[config.mk]
export PLATFORM = sky130hd
export DESIGN_NAME = ds_dac_dig
export DESIGN_NICKNAME = d
export VERILOG_FILES = /design/src/rtl/ds_dac_dig.sv
export SDC_FILE = /design/constraint.sdc
export NUM_CORES = 1
export LEC_CHECK = 0
export ABC_AREA = 0
export CAP_MARGIN = 0
export CORE_UTILIZATION = 51
export DETAILED_ROUTE_END_ITERATION = 8
export PLACE_DENSITY = 0.77
export RECOVER_POWER = 100
export SYNTH_ARGS = -nofsm -noshare
export SYNTH_HDL_FRONTEND = slang
export SYNTH_SLANG_ARGS = --single-unit
[constraint.sdc]
create_clock -name clk -period 5.65 [get_ports clk]
set_input_delay 0.565 -clock clk [delete_from_list [all_inputs] [get_ports clk]]
set_output_delay 0.565 -clock clk [all_outputs]
set_load 0.01 [all_outputs]
[src/rtl/ds_dac_dig.sv]
// ds_dac_dig - digital half of a first-order delta-sigma DAC.
//
// Signed PCM words enter through a valid/ready handshake into a 2-entry
// FIFO. Each word is held for OVERSAMP_RATIO clock cycles (one frame) in the
// active-sample register. A first-order error-feedback modulator turns the
// active sample into a 1-bit density stream.
//
// Ports:
//   clk            oversampling clock, all logic on the rising edge
//   rst            synchronous reset, active-high
//   din            signed PCM sample (WIDTH bits)
//   din_valid      din carries a word
//   din_ready      FIFO has a free slot (registered, independent of din_valid)
//   bit_out        modulator bitstream, 1 = +FS, 0 = -FS
//   sample_strobe  one-cycle pulse in the cycle after each frame reload
//   underrun       one-cycle pulse, aligned with sample_strobe, when the
//                  reload found the FIFO empty and the old sample was kept
module ds_dac_dig #(
    parameter int WIDTH          = 8,
    parameter int OVERSAMP_RATIO = 256
) (
    input  logic                    clk,
    input  logic                    rst,
    input  logic signed [WIDTH-1:0] din,
    input  logic                    din_valid,
    output logic                    din_ready,
    output logic                    bit_out,
    output logic                    sample_strobe,
    output logic                    underrun
);

    localparam int CNT_W  = $clog2(OVERSAMP_RATIO);
    // Two guard bits: the loop keeps |acc| <= 2*FS for any in-range input.
    localparam int ACC_W  = WIDTH + 2;
    localparam int FS_INT = 1 << (WIDTH - 1);

    localparam logic [CNT_W-1:0]        CNT_LAST = CNT_W'(OVERSAMP_RATIO - 1);
    localparam logic signed [ACC_W-1:0] FS_POS   = ACC_W'(FS_INT);
    localparam logic signed [ACC_W-1:0] FS_NEG   = -ACC_W'(FS_INT);

    function automatic logic signed [ACC_W-1:0] sext(input logic signed [WIDTH-1:0] s);
        return {{(ACC_W - WIDTH){s[WIDTH-1]}}, s};
    endfunction

    // Frame counter and FIFO state
    logic [CNT_W-1:0]        r_ovs_cnt;
    logic signed [WIDTH-1:0] r_mem [2];
    logic                    r_rd_ptr;
    logic                    r_wr_ptr;
    logic [1:0]              r_count;
    logic                    r_ready;

    // Modulator state
    logic signed [WIDTH-1:0] r_sample;
    logic signed [ACC_W-1:0] r_acc;
    logic                    r_bit;
    logic                    r_strobe;
    logic                    r_underrun;

    logic                    w_reload;
    logic                    w_push;
    logic                    w_pop;
    logic [1:0]              w_count_next;
    logic signed [ACC_W-1:0] w_fb;
    logic signed [ACC_W-1:0] w_acc_next;

    assign w_reload = (r_ovs_cnt == CNT_LAST);
    assign w_push   = din_valid && r_ready;
    // Pop decision uses the count before this cycle's push, so a word pushed
    // in the reload cycle of an empty FIFO waits for the next frame.
    assign w_pop    = w_reload && (r_count != 2'd0);

    always_comb begin
        w_count_next = r_count;
        if (w_push && !w_pop) begin
            w_count_next = r_count + 2'd1;
        end else if (w_pop && !w_push) begin
            w_count_next = r_count - 2'd1;
        end
    end

    assign w_fb       = r_bit ? FS_POS : FS_NEG;
    assign w_acc_next = r_acc + sext(r_sample) - w_fb;

    always_ff @(posedge clk) begin
        if (rst) begin
            r_ovs_cnt  <= '0;
            r_rd_ptr   <= 1'b0;
            r_wr_ptr   <= 1'b0;
            r_count    <= 2'd0;
            r_ready    <= 1'b1;
            r_sample   <= '0;
            r_acc      <= '0;
            r_bit      <= 1'b0;
            r_strobe   <= 1'b0;
            r_underrun <= 1'b0;
        end else begin
            r_ovs_cnt  <= w_reload ? '0 : r_ovs_cnt + CNT_W'(1);
            r_count    <= w_count_next;
            // Ready is registered from the next count so din_valid never
            // reaches din_ready combinationally.
            r_ready    <= (w_count_next != 2'd2);
            if (w_push) begin
                r_wr_ptr <= ~r_wr_ptr;
            end
            if (w_pop) begin
                r_rd_ptr <= ~r_rd_ptr;
                r_sample <= r_mem[r_rd_ptr];
            end
            r_acc      <= w_acc_next;
            r_bit      <= !w_acc_next[ACC_W-1];
            r_strobe   <= w_reload;
            r_underrun <= w_reload && (r_count == 2'd0);
        end
    end

    // FIFO storage carries data only; occupancy is tracked by r_count.
    always_ff @(posedge clk) begin
        if (w_push) begin
            r_mem[r_wr_ptr] <= din;
        end
    end

    assign din_ready     = r_ready;
    assign bit_out       = r_bit;
    assign sample_strobe = r_strobe;
    assign underrun      = r_underrun;

endmodule
**Met1 routing**

Bar = 20 µm.
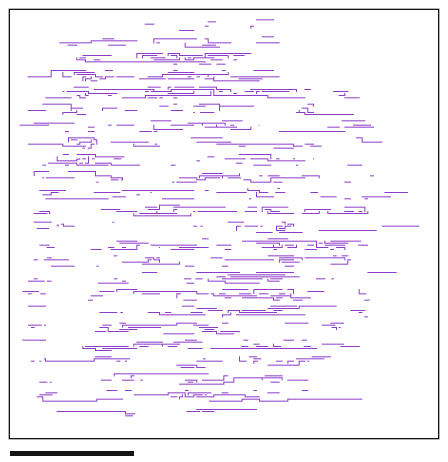
main direction: horizontal
nets with wire on the layer: 241
wire length on this layer: 1560 µm
longest straight run: 19.3 µm
final wirelength: 3270 µm
Vias: 1456
GR Util met1: 18.4%

**Signal wires on met2**

Bar = 20 µm.
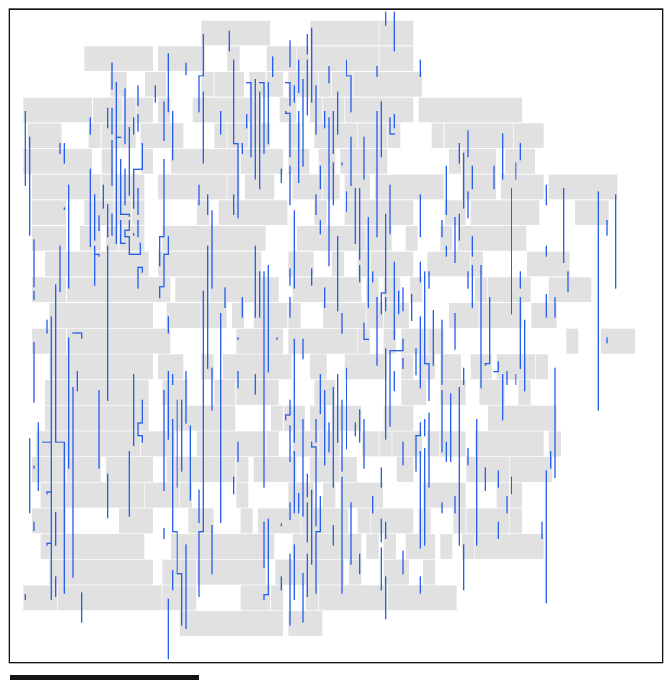
wire length on this layer: 1530 µm
main direction: vertical
share of all routed wire: 47%
longest straight run: 29.9 µm

**The metal 3 layer**

Bar = 20 µm.
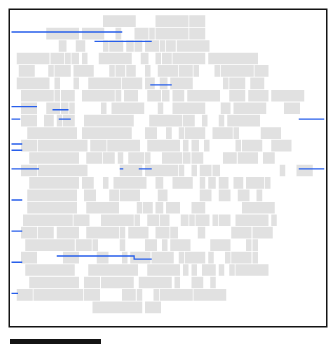
longest straight run: 23.9 µm
main direction: horizontal
M3 GR Usage: 3.95%

**Cell density map**

The die is cut into 7 by 7 equal tiles; white is low, dark blue is high, 0 to 100% covered.
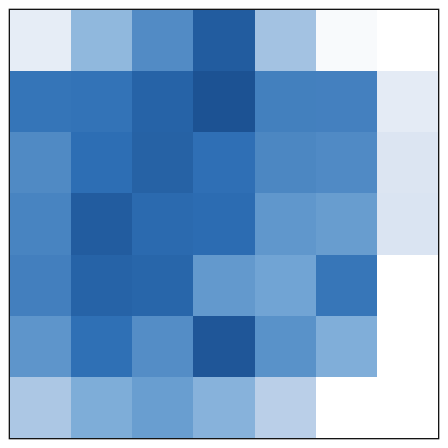
fullest tile: 86%
emptiest ninth of the die: south-east
mean over tiles: 52%
initial core utilization: 53.1%
Final Util: 59.4%
core area: 0.00432 mm²

==> changes_impl.md <==
### Physical design

* Clk sinks at 50
* Cells in synth_stat.txt at 215
* Layout Cell Area excl Fill at 0.00257 mm²
* Fill count at 389
* Yosys adder share at 11.2%
* Max Fclk at 402 MHz
* GPL Wtd Cong at 0.761
* Setup crit end kind: flip-flop
* Area grow syn2layout at 11.9%
* Non-Filler Instances at 285
* Latency at later pin at 0.30 ns
* Setup ws final at 3.16 ns
* CP Data Required Time at 5.89 ns
* GR Util All Layers at 15.4%
* Comb pwr share at 12.9%
* GR Overflow Total at 0
* Nets at 263
* Yosys cell types at 42
* FF-to-FF setup slack at 3.16 ns
* Dpl cells at 277
* Final hold vios at 0
* Worst vdd ir at 0.195 mV
* Synth area leader: dfxtp_1
* CP Launch Type: flip-flop
* Post-CTS sizing at 0
* WL met3 at 104 µm
* Avg WL per Cell at 11.5 µm
* Vias in the first global route at 1424
* Worst r2r dst: bit_out
* Post-CTS Repair Setup Buffers at 0
* CP startpoint: r_sample[2]
* Die height at 69.1 µm
* Crit-path cells: inv_1 > ha_1 > inv_1 > ha_1 > a2111oi_0 > o31ai_1 > a31oi_2 > mux2i_1
* Biggest area cells: dfxtp_1, edfxtp_1, ha_1
* Commonest cells in the netlist: dfxtp_1, inv_1, nor2_1, ha_1, edfxtp_1
* Number of flip-flops in the largest register at 16
* Worst slew pin tran at 1.26 ns
* Worst hold path class: reg -> reg
* I/O Buffers at 14
* Multi-input combinational area share at 38.1%
* Critical path depth in cells at 8
* Final TNS setup at 0 ns
* Clk power at 0.000243 W
* Min-delay src: r_ovs_cnt[0]
* Worst relative slew slack at 16.3%
* Seq cells at 50
* Switching fraction of total power at 22.9%
* Crit path to: bit_out
* Worst-path fanout max at 4
* Post-route clock period utilization at 44.1%
* Synth warn at 0
* Yosys-reported design area after synthesis at 0.00229 mm²
* Highest metal used: met4
* Cell family with most CP delay: AND-OR/OR-AND gates
* Metal2 WL at 1530 µm
* Logic area at 978 µm²
* Status: complete, no violations
* IO Count at 15
* Clock buffer depth at 2
* Crit-path max cell delay at 0.68 ns
* Total power draw at 0.000744 W
* CTS Buf Count at 5
* Tool warnings at 27
* HPWL Detailed at 2380 µm
* WHS at 0.472 ns
* Avg Inst Size Synth at 10.7 µm²
* First-pass GRT wire length at 5780 µm
* DR iter-0 viols at 19
* Max-cap violations at 0
* Nonclk buf count at 16
* Buf+Inv Stages, Crit Path at 2
* Clkbuf count at 6
* H-Tree Depth at 2
* Data buffer area share at 5.90%
* Crit path kind: reg -> reg
* Top power group: registers
* Largest net degree at the start of global routing at 30
* DRC Markers at 0
* N_taps at 52
* Seq/total area at 45.2%
* Clock power frac at 32.6%
* Initial antenna violation count at 0
* Clock-cell share of area at 4.29%
* Dominant cell by count in the synthesized netlist: dfxtp_1
* DR pass1 iterations at 4
* FP Rows at 24
* Max Slew Vio Count at 0
* Hold Crit Endpoint: r_ovs_cnt[0]
* Max stage delay cell, worst path: a2111oi_0
* Clock slew at reported path FFs at 0.08 ns
* Most numerous logic cells after layout: dfxtp_1, inv_1, nor2_1
* Chip area at 0.00477 mm²
* Synth Cell Area at 0.00229 mm²
* Logic family by area: simple AND/OR/NAND/NOR gates
* Post-placement cell area at 0.00247 mm²
* Routing usage on met2 at 25.0%
* Seq. pwr at 0.000406 W
* Met1 WL at 1560 µm
* Pleak at 1.01 nW
* Worst path arrival time at 2.72 ns
* Share of layout cells above drive strength 1 at 5.58%
* Hold Path Cell Cnt at 1
* Layout inverter count without the clock tree at 27
* Synth Register Bits at 50
* Dominant kind of cell: flip-flops and latches
* Post-CTS Hold Buffers at 0
* Final setup viols at 0
* Biggest register: r_mem
* Post-synthesis simple-gate area fraction at 12.8%
* Power Dens Cells at 290 mW/mm²
* Die width at 69.1 µm
* RR Startpoint: r_sample[2]
* Gr busiest metal: met2
* Vias/cell at 5.11
* Mux cell area share at 4.85%
* Count of library flops with an enable pin at 16
* Post-Synth AOI/OAI Area at 9.00%
* RSZ-0062 raised after global routing: no
* Sw Pwr at 0.000170 W
* Reg2Reg Depth at 8
* Post-DRT Antenna Nets at 0
* Most used logic cell in the final layout: dfxtp_1
* Commonest register cell after synthesis: dfxtp_1
Power is estimated from default activity; no workload was simulated.
